**src/rtl/fetch_unit.sv**
```systemverilog
// fetch_unit: single-outstanding instruction fetch engine.
// Walks a word-addressed PC through a four-state request/response/hold
// cycle, presents each fetched word to decode with a valid/ready
// handshake, and redirects on a branch request from any state.

module fetch_unit #(
  parameter logic [31:0] RESET_PC = 32'd0
) (
  input  logic        CLK,
  input  logic        RST_N,
  input  logic        ENABLE,
  output logic [31:0] ADDR,
  output logic [1:0]  RW,
  output logic        RAM_EN,
  input  logic [31:0] FETCH,
  output logic [31:0] INSTR,
  output logic [31:0] INSTR_PC,
  output logic        INSTR_VALID,
  input  logic        INSTR_READY,
  input  logic        BR_TAKEN,
  input  logic [31:0] BR_TARGET,
  output logic [15:0] FETCH_CNT
);

  typedef enum logic [1:0] {
    IDLE = 2'd0,
    REQ  = 2'd1,
    RESP = 2'd2,
    HOLD = 2'd3
  } state_t;

  state_t      state;
  logic [31:0] pc;
  logic [15:0] fetch_cnt;
  logic        handshake;
  logic        capture;

  // Decode has taken the held instruction this edge.
  assign handshake = INSTR_VALID & INSTR_READY;

  // The memory word on FETCH belongs to the request issued last cycle.
  // A redirect on the same edge makes that word stale, so it is dropped.
  assign capture = (state == RESP) & ~BR_TAKEN;

  // The memory port only ever reads, and the address is always the PC.
  assign RW        = 2'b01;
  assign ADDR      = pc;
  assign FETCH_CNT = fetch_cnt;

  // Control FSM; RAM_EN is registered so it is high exactly while in REQ.
  always_ff @(posedge CLK or negedge RST_N) begin
    if (!RST_N) begin
      state  <= IDLE;
      RAM_EN <= 1'b0;
    end else if (BR_TAKEN) begin
      // A redirect restarts the fetch sequence from any state.
      // NOTE: non-blocking assignments here so every register in the design
      // sees the pre-edge value of state/pc, independent of block order.
      state  <= ENABLE ? REQ : IDLE;
      RAM_EN <= ENABLE;
    end else begin
      case (state)
        IDLE: begin
          state  <= ENABLE ? REQ : IDLE;
          RAM_EN <= ENABLE;
        end
        REQ: begin
          state  <= RESP;
          RAM_EN <= 1'b0;
        end
        RESP: begin
          state  <= HOLD;
          RAM_EN <= 1'b0;
        end
        HOLD: begin
          // ENABLE is only consulted when leaving HOLD, never to abort it.
          if (handshake) begin
            state  <= ENABLE ? REQ : IDLE;
            RAM_EN <= ENABLE;
          end else begin
            state  <= HOLD;
            RAM_EN <= 1'b0;
          end
        end
        default: begin
          state  <= IDLE;
          RAM_EN <= 1'b0;
        end
      endcase
    end
  end

  // Program counter: redirect wins, otherwise advance once per capture.
  // The 32-bit add wraps 32'hFFFFFFFF to 0 naturally.
  always_ff @(posedge CLK or negedge RST_N) begin
    if (!RST_N) begin
      pc <= RESET_PC;
    end else if (BR_TAKEN) begin
      pc <= BR_TARGET;
    end else if (capture) begin
      pc <= pc + 32'd1;
    end
  end

  // Instruction holding register and the PC it was fetched from.
  always_ff @(posedge CLK or negedge RST_N) begin
    if (!RST_N) begin
      // NOTE: these are plain data registers, but decode may observe them
      // right after reset, so they are cleared to a defined zero.
      INSTR    <= '0;
      INSTR_PC <= '0;
    end else if (capture) begin
      INSTR    <= FETCH;
      INSTR_PC <= pc;
    end
  end

  // Valid flag: set on capture, cleared only by handshake or redirect.
  always_ff @(posedge CLK or negedge RST_N) begin
    if (!RST_N) begin
      INSTR_VALID <= 1'b0;
    end else if (BR_TAKEN) begin
      INSTR_VALID <= 1'b0;
    end else if (capture) begin
      INSTR_VALID <= 1'b1;
    end else if (handshake) begin
      INSTR_VALID <= 1'b0;
    end
  end

  // Delivered-instruction counter; wraps 16'hFFFF to 0.
  always_ff @(posedge CLK or negedge RST_N) begin
    if (!RST_N) begin
      fetch_cnt <= '0;
    end else if (capture) begin
      fetch_cnt <= fetch_cnt + 16'd1;
    end
  end

endmodule

```
**config.mk**
```make
export PLATFORM = sky130hd
export DESIGN_NAME = fetch_unit
export DESIGN_NICKNAME = d
export VERILOG_FILES = /design/src/rtl/fetch_unit.sv
export SDC_FILE = /design/constraint.sdc
export NUM_CORES = 1
export LEC_CHECK = 0
export CORE_ASPECT_RATIO = 1.75
export CORE_UTILIZATION = 41
export CTS_BUF_LIST = sky130_fd_sc_hd__clkbuf_16
export CTS_CLUSTER_DIAMETER = 80
export DETAILED_ROUTE_END_ITERATION = 6
export PLACE_DENSITY = 0.77
export SYNTH_ARGS = -nofsm -noshare
export SYNTH_HDL_FRONTEND = slang
export SYNTH_SLANG_ARGS = --single-unit
```
**constraint.sdc**
```tcl
create_clock -name CLK -period 1.9 [get_ports CLK]
set_clock_uncertainty 0.05 [all_clocks]
set_input_delay 0.285 -clock CLK [delete_from_list [all_inputs] [get_ports CLK]]
set_output_delay 0.285 -clock CLK [all_outputs]
set_load 0.01 [all_outputs]
```
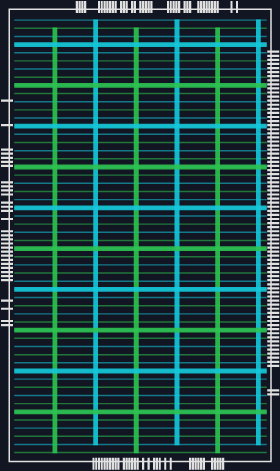
Figure 1: power grid.
(3 px per um) Pins as bars on the die edge.
- green: VSS
- cyan: VDD
- met5 straps: 10
- rows: 53
- met4 straps: 6
DIE HEIGHT: 150 um
die span in x: 86.7 um

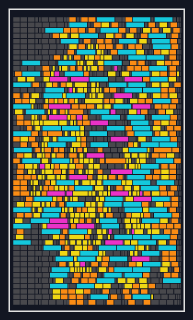
Figure 2: placement by cell class.
(2 px per um) Fill, decap, tap and diode cells in grey.
- magenta: clock drivers and dummy loads (cells 32)
- yellow: all other logic (cells 302)
- cyan: flip-flops (cells 116)
- orange: other buffers and delay cells (cells 254)
core region area: 12100 sq um
post-layout util: 69.7%
final instance area: 8460 sq um
sequential share of cell area: 34.5%

==> results.txt <==
flow finished, numbers: part of the power in registers 36.6%, number of distinct library cells after synthesis 40, Syn Inst Count 439, worst slack on hold paths 344 ps, crit path DAT 2400 ps, PnR worst setup slack -253 ps, critical path cell sequence nand4_1, buf_4, or4_4, o21a_1, o31a_1, largest stage delay on the critical path 610 ps, outcome complete, but fails checks, time the final worst path needs with I/O delays and setup 2150 ps, Reg-to-Reg End ADDR[23], fraction of registers with async set/reset 100%, count of buffers added by post-CTS timing repair for setup 4, #MultiIn Comb 294, fmax 0.464 GHz, ratio of total power to cell area 1100 nW/um^2, GR met2 Demand/Resource 43.9%, r2r startpoint ADDR[13], origin of the worst setup path ADDR[13], routed vias 4697, most common cell in the netlist dfrtp_1, fill cell total of the finished layout 853, power in sequential cells 0.00341 W, count of flip-flops with a built-in enable after synthesis 0, largest fanout on the critical path 10, failing checks setup timing, unrepaired setup endpoints after global routing true, via count normalized by instance count 5.40, initial antenna violation count 0, tally of yosys warning messages 0, Mapped Avg Cell Area 11.7 sq um, # setup viols final 17, Final Hold Violating Endpoints 0, DRT met1 WL 5790 um, number of H-tree levels 4, cell group occupying the most layout area sequential cells, effective utilization at floorplan 42.4%, part of the total power dissipated in combinational logic 29.0%, Worst IR Drop VDD 0.000835 V, critical path endpoint category flip-flop, commonest cells in the synthesized netlist dfrtp_1, mux2_2, nand2_1, area leader, netlist dfrtp_1, logic area 2270 sq um, DR iter-0 viols 237, endpoint of the most critical setup path ADDR[23], worst-case register-to-register setup slack -250 ps, Placed Cells 823, ant diodes 1, Most Used Layer, Global Route met2, met1 Usage GRT 25.9%, summed instance area of the synthesized netlist 5150 sq um, Hold-fix buffers, CTS 1, share of cell area taken by muxes after synthesis 14.4%, total area of sequential cells 2920 sq um, global-route wire length before repair 23900 um, input/output buffers 182, total cells reported by yosys after synthesis 439, layout sequential cell count 116, part of the Yosys area used for sequential elements 56.4%, overall chip area 13000 sq um, number of nets with antenna violations after detailed routing 0, area share of the leading cell type in the synthesized netlist 56.4%, Synth-to-Final Area Change 64.3%, sinks on the clock net 116, dominant power group sequential cells, fraction of synthesized cell area in xor and xnor cells 4.42%, pin count of the biggest net entering global routing 46, total I/O pin count 185, DPL Wire Length 10900 um, most numerous logic cell after layout clkdlybuf4s50_1, portion of the layout cell area used by clock cells 6.98%, FP Rows 53, cells taking the most area after synthesis dfrtp_1, mux2_2, or4_1
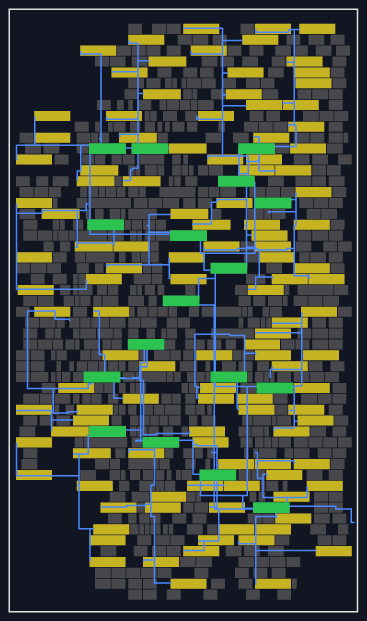
Figure 3: clock network drawn from the DEF.
(4 px per um)
- yellow: flip-flops (count 116)
- green: cells driving clock nets (count 17)
- blue: clock wires (length 1550 um)
- flops lie: spread over the die
- routed clock nets: 18
power in the clock group: 0.00320 W
part of the power in the clock network: 34.3%
clock latency on the worst-skew pair: 410 ps

No activity file was given, so power comes from the tool's default toggle rates.
